==> images/layers.png <==
Drawn at 6 px/um.
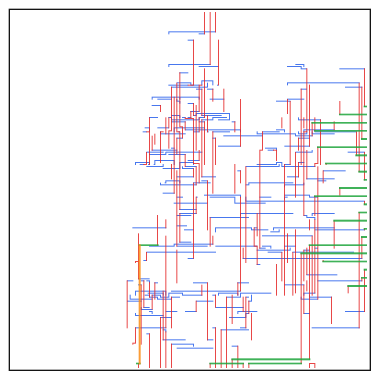
==> images/clock_nets.png <==
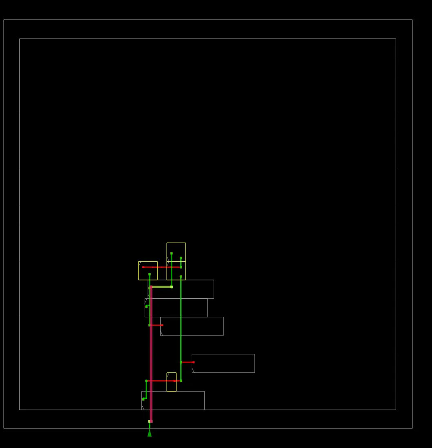
==> images/m3.png <==
Drawn at 4 px/um. Cells faint in the background.
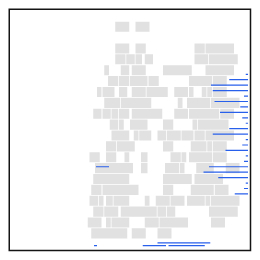
===== config.mk =====
export PLATFORM = sky130hd
export DESIGN_NAME = fifosc_ctrl
export DESIGN_NICKNAME = d
export VERILOG_FILES = /design/src/rtl/fifosc_pkg.sv /design/src/rtl/fifosc_ctrl_rr_arbiter.sv /design/src/rtl/fifosc_ctrl.sv
export SDC_FILE = /design/constraint.sdc
export NUM_CORES = 1
export LEC_CHECK = 0
export CELL_PAD_IN_SITES_DETAIL_PLACEMENT = 0
export CELL_PAD_IN_SITES_GLOBAL_PLACEMENT = 2
export CORE_MARGIN = 2
export CORE_UTILIZATION = 19
export CTS_CLUSTER_SIZE = 14
export DETAILED_ROUTE_END_ITERATION = 6
export PLACE_DENSITY = 0.9
export SYNTH_ARGS = -nofsm -noshare
export SYNTH_HDL_FRONTEND = slang
export SYNTH_SLANG_ARGS = --single-unit

===== constraint.sdc =====
create_clock -name clk -period 3.9 [get_ports clk]
set_input_delay 0.975 -clock clk [delete_from_list [all_inputs] [get_ports clk]]
set_output_delay 0.975 -clock clk [all_outputs]
set_load 0.1 [all_outputs]

===== src/rtl/fifosc_pkg.sv =====
// fifosc_pkg: shared definitions for the fifosc controller and its FIFO.
//   state_e    - controller FSM encoding (INIT, RUN, FLUSH)
//   FIFO_DEPTH - word capacity of the fifosc FIFO
package fifosc_pkg;

  typedef enum logic [1:0] {
    ST_INIT  = 2'd0,
    ST_RUN   = 2'd1,
    ST_FLUSH = 2'd2
  } state_e;

  localparam int FIFO_DEPTH = 8;

endpackage : fifosc_pkg


===== src/rtl/fifosc_ctrl_rr_arbiter.sv =====
// rr_arbiter: round-robin arbiter with a registered last-grant pointer.
//   clk, rst_n - clock, asynchronous active-low reset
//   req        - request vector, one bit per producer
//   enable     - when low, no grant is issued and the pointer holds
//   grant      - one-hot grant (combinational)
//   grant_idx  - encoded index of the granted requester (valid with |grant)
module rr_arbiter #(
  parameter int NUM_REQ = 3,
  parameter int RR_W    = $clog2(NUM_REQ)
) (
  input  logic               clk,
  input  logic               rst_n,
  input  logic [NUM_REQ-1:0] req,
  input  logic               enable,
  output logic [NUM_REQ-1:0] grant,
  output logic [RR_W-1:0]    grant_idx
);

  logic [RR_W-1:0] rr_ptr;
  logic            found;
  // One extra bit so rr_ptr + k never overflows before the modulo fold.
  logic [RR_W:0]   cand;

  // Scan from rr_ptr+1 upward with wrap; the first set request wins.
  // NOTE: every output of a combinational block gets a default before any
  // conditional assignment, otherwise synthesis infers a latch.
  always_comb begin
    grant     = '0;
    grant_idx = '0;
    found     = 1'b0;
    cand      = '0;
    for (int k = 1; k <= NUM_REQ; k++) begin
      cand = {1'b0, rr_ptr} + (RR_W+1)'(k);
      if (cand >= (RR_W+1)'(NUM_REQ)) begin
        cand = cand - (RR_W+1)'(NUM_REQ);
      end
      if (enable && !found && req[cand[RR_W-1:0]]) begin
        found     = 1'b1;
        grant_idx = cand[RR_W-1:0];
      end
    end
    if (found) begin
      grant[grant_idx] = 1'b1;
    end
  end

  // Reset points at the last requester so requester 0 is first in line.
  // NOTE: state registers use non-blocking assignments so every flop samples
  // pre-edge values, regardless of statement order.
  always_ff @(posedge clk or negedge rst_n) begin
    if (!rst_n) begin
      rr_ptr <= RR_W'(NUM_REQ - 1);
    end else if (found) begin
      rr_ptr <= grant_idx;
    end
  end

endmodule : rr_arbiter


===== src/rtl/fifosc_ctrl.sv =====
// fifosc_ctrl: shares one single-clock fifosc FIFO between NUM_REQ producers
// and drains it to a single valid/ready consumer.
//   clk, rst_n          - clock, asynchronous active-low reset
//   req, req_data       - producer requests and their data slices
//   ack                 - one-hot, asserted in the cycle the word is inserted
//   flush_req           - single-cycle request to discard FIFO contents
//   busy                - high while initialising or flushing
//   fifo_insert/remove/flush, fifo_di - FIFO control and write data
//   fifo_full/empty, fifo_do          - FIFO status and registered read data
//   out_valid, out_data, out_ready    - consumer interface
module fifosc_ctrl
  import fifosc_pkg::*;
#(
  parameter int DATA_WIDTH = 4,
  parameter int NUM_REQ    = 3
) (
  input  logic                          clk,
  input  logic                          rst_n,
  input  logic [NUM_REQ-1:0]            req,
  input  logic [NUM_REQ*DATA_WIDTH-1:0] req_data,
  output logic [NUM_REQ-1:0]            ack,
  input  logic                          flush_req,
  output logic                          busy,
  output logic                          fifo_insert,
  output logic                          fifo_remove,
  output logic                          fifo_flush,
  output logic [DATA_WIDTH-1:0]         fifo_di,
  input  logic                          fifo_full,
  input  logic                          fifo_empty,
  input  logic [DATA_WIDTH-1:0]         fifo_do,
  output logic                          out_valid,
  output logic [DATA_WIDTH-1:0]         out_data,
  input  logic                          out_ready
);

  localparam int RR_W = $clog2(NUM_REQ);

  state_e            state, state_next;
  logic              run_ok;
  logic              arb_enable;
  logic [NUM_REQ-1:0] grant;
  logic [RR_W-1:0]   grant_idx;

  rr_arbiter #(
    .NUM_REQ (NUM_REQ),
    .RR_W    (RR_W)
  ) u_arb (
    .clk       (clk),
    .rst_n     (rst_n),
    .req       (req),
    .enable    (arb_enable),
    .grant     (grant),
    .grant_idx (grant_idx)
  );

  always_ff @(posedge clk or negedge rst_n) begin
    if (!rst_n) begin
      state <= ST_INIT;
    end else begin
      state <= state_next;
    end
  end

  // The FIFO has no reset, so INIT always passes through FLUSH.
  always_comb begin
    state_next = state;
    case (state)
      ST_INIT:  state_next = ST_FLUSH;
      ST_FLUSH: state_next = ST_RUN;
      ST_RUN:   if (flush_req) state_next = ST_FLUSH;
      default:  state_next = ST_INIT;
    endcase
  end

  // A flush request in RUN blocks both FIFO ports for that cycle so nothing
  // is accepted or delivered from contents about to be discarded.
  always_comb begin
    busy        = (state != ST_RUN);
    fifo_flush  = (state == ST_FLUSH);
    run_ok      = (state == ST_RUN) && !flush_req;
    arb_enable  = run_ok && !fifo_full;
    ack         = grant;
    fifo_insert = |grant;
    // Remove only from a non-empty FIFO and only when the output register
    // is free or being drained this cycle; this also keeps out_data stable
    // during a consumer stall.
    fifo_remove = run_ok && !fifo_empty && (!out_valid || out_ready);
  end

  always_comb begin
    fifo_di = '0;
    for (int i = 0; i < NUM_REQ; i++) begin
      if (grant[i]) begin
        fifo_di = req_data[i*DATA_WIDTH +: DATA_WIDTH];
      end
    end
  end

  // fifo_do updates on the remove edge, so out_valid follows it directly.
  always_ff @(posedge clk or negedge rst_n) begin
    if (!rst_n) begin
      out_valid <= 1'b0;
    end else if (state != ST_RUN || flush_req) begin
      out_valid <= 1'b0;
    end else if (fifo_remove) begin
      out_valid <= 1'b1;
    end else if (out_ready) begin
      out_valid <= 1'b0;
    end
  end

  assign out_data = fifo_do;

endmodule : fifosc_ctrl


==> flow_metrics.env <==
# flow metrics
export IMPL_syn_nets=100
export IMPL_buffers=42
export IMPL_core_area_um2=3000
export IMPL_syn_area_per_cell_um2=8.25
export IMPL_synth_top_cell_by_count="nor2_1"
export IMPL_die_area_um2=3590
export IMPL_synth_cells=72
export IMPL_cp_required_ps=2920
export IMPL_clockBufferDepth=2
export IMPL_rows=20
export IMPL_yosysUniqueCellTypes=33
export IMPL_largest_cell_class="buffers"
export IMPL_seq_cells=5
export IMPL_io_pin_count=41
export IMPL_wl_met2_um=859
export IMPL_post_route_min_period_ps=3810
export IMPL_clk_pin_slew_ps=40
export IMPL_top_cells_by_count="7 x nor2_1, 6 x nand2b_1, 5 x inv_1, 5 x nand2_1"
export IMPL_synth_top_area_share_pct=16.8
export IMPL_cts_tree="yes"
export IMPL_worst_ir_drop_vdd_mv=0.217
export IMPL_diodes=0
export IMPL_grt_pass1_wl_mm=2.52
export IMPL_gp_congestion=0.837
export IMPL_met1_length_um=689
export IMPL_hpwl_mm=1.37
export IMPL_ys_top_logic_family="AND-OR/OR-AND gates"
export IMPL_drt_initial_drc_count=12
export IMPL_cts_root_buffer="clkbuf_4"
export IMPL_period_used_pct=97.7
export IMPL_ff_type="dfrtp_1"
export IMPL_ys_cells=72
export IMPL_grt_pass1_vias=588
export IMPL_drc_errors=0
export IMPL_cp_start_kind="input pin"
export IMPL_synth_xor_xnor_area_share_pct=0
export IMPL_drv_slew=0
export IMPL_antenna_found_initial=0
export IMPL_cp_arrival_ps=2840
export IMPL_lay_top_cells="22 x clkdlybuf4s50_1, 11 x buf_12, 7 x buf_4, 6 x nor2_1, 6 x nand2b_1"
export IMPL_relSlewSlack_pct=34.8
export IMPL_num_tap_cells=33
export IMPL_vias_per_cell=4.52
export IMPL_drive_gt1_share_pct=38.9
export IMPL_die_h_um=59.9
export IMPL_clock_tree_area_fraction_pct=2.13
export IMPL_yosys_stat_area_um2=594
export IMPL_die_x_um=59.9
export IMPL_hold_violations=0
export IMPL_mux_area_share_pct=1.89
export IMPL_grt_ovfl_total=0
export IMPL_fin_util_pct=41.2
export IMPL_comb_share_pct=40.3
export IMPL_postSynthSeqShare_pct=21.3
export IMPL_rsz0062_at_grt="no"
export IMPL_logic_gates=56
export IMPL_ys_sh_aoi_pct=31.2
export IMPL_status="completed"
export IMPL_finalSetupViolCount=0
export IMPL_cts_num_sinks=5
export IMPL_buf_share_pct=41.8
export IMPL_warnings=30
export IMPL_regArea_um2=126
export IMPL_fin_nets=142
export IMPL_worstMarginPinSlew_ps=975
export IMPL_initCoreUtil_pct=19.8
export IMPL_lay_top_count="clkdlybuf4s50_1"
export IMPL_worstPathMaxFanout=7
export IMPL_mi_logic_area_um2=498
export IMPL_top_area_cell="dfrtp_1"
export IMPL_area_leaders="dfrtp_1 17%, ha_1 6.3%, nand2b_1 6.3%, a21oi_2 5.9%, buf_4 5.1%"
export IMPL_grt_max_degree=11
export IMPL_top_layer="met4"
export IMPL_portBuffers=32
export IMPL_yosys_warnings=0
export IMPL_sh_seq_area_pct=10.2
export IMPL_fmax_ghz=0.262
export IMPL_async_flop_share_pct=100
export IMPL_ant_nets=0
export IMPL_cap_violations=0
export IMPL_dr_pass1_iters=4
export IMPL_inv_count=6
-- layers.png (at the start) --
green -> M3  # wire length 123 um
red -> M2  # wire length 860 um
orange -> M4  # wire length 19.7 um
blue -> M1  # wire length 690 um
total vias in the final route: 660
Global Route Usage Sum: 8.97%
drt wl/cell: 11.6 um

-- clock_nets.png (at the start) --
Worst Skew: 6.07 ps
Latency at later pin: 230 ps
TritonCTS buffer count: 3

-- m3.png (at the start) --
share of all routed wire = 7.2%
longest straight run = 12.9 um
GR Util met3: 1.95%
final WL: 1.69 mm

through the flow:
step	hold WS (ps)	total power [mW]	cell area, um^2	worst slack (ps)	std cells
2_1_floorplan	431	0.481	631	-222	72
3_3_place_gp	450	0.593	1080	37.0	136
3_5_place_dp	456	0.598	1080	32.7	136
4_1_cts	463	0.658	1100	31.2	140
5_1_grt	501	0.728	1240	17.2	146
6_report	465	0.685	1240	90.0	146
flip-flops by register name (all words and copies together) (netlist names):
name and flops:
state 2, out_valid 1, u_arb.rr_ptr 2
path summary, 6_finish.rpt:
check / slack [ps] / start / cells past startpoint / endpoint
min reg2reg: 470 / state[1] / 1 / state[1]
min in group asynchronous: 960 / rst_n / 1 / state[0]
max in group asynchronous: 2690 / rst_n / 1 / u_arb.rr_ptr[1]
max reg2reg: 1500 / u_arb.rr_ptr[1] / 9 / u_arb.rr_ptr[0]
max: 90 / req[0] / 8 / fifo_di[3]
min: 470 / state[1] / 1 / state[1]
power by group:
part | switching (mW) | internal, mW | leakage, nW
sequential | 0.0194 | 0.0774 | 0.0608
clock | 0.0176 | 0.0384 | 0.0150
combinational | 0.328 | 0.204 | 0.400
layer usage:
| layer | GRT usage [%] | up-vias |
|---|---|---|
| li1 | - | 332 |
| met4 | 2.86 | 0 |
| met2 | 16.9 | 31 |
| met3 | 1.95 | 2 |
| met1 | 9.78 | 295 |
| met5 | 0 | - |
worst max-delay path: stages:
cell and delay (ps):
clkdlybuf4s50_1 460, nand2b_1 190, or4_1 430, a21o_4 260, clkinv_4 90, a31oi_4 40
a21oi_4 180, buf_12 190
what timing repair did:
| item | 4_1_cts | 5_1_grt |
|---|---|---|
| hold buffers | 0 | 0 |
| resized | 0 | 12 |
| setup endpoints to repair | 0 | 4 |
| buffers inserted | 0 | 6 |
Power is estimated from default activity; no workload was simulated.
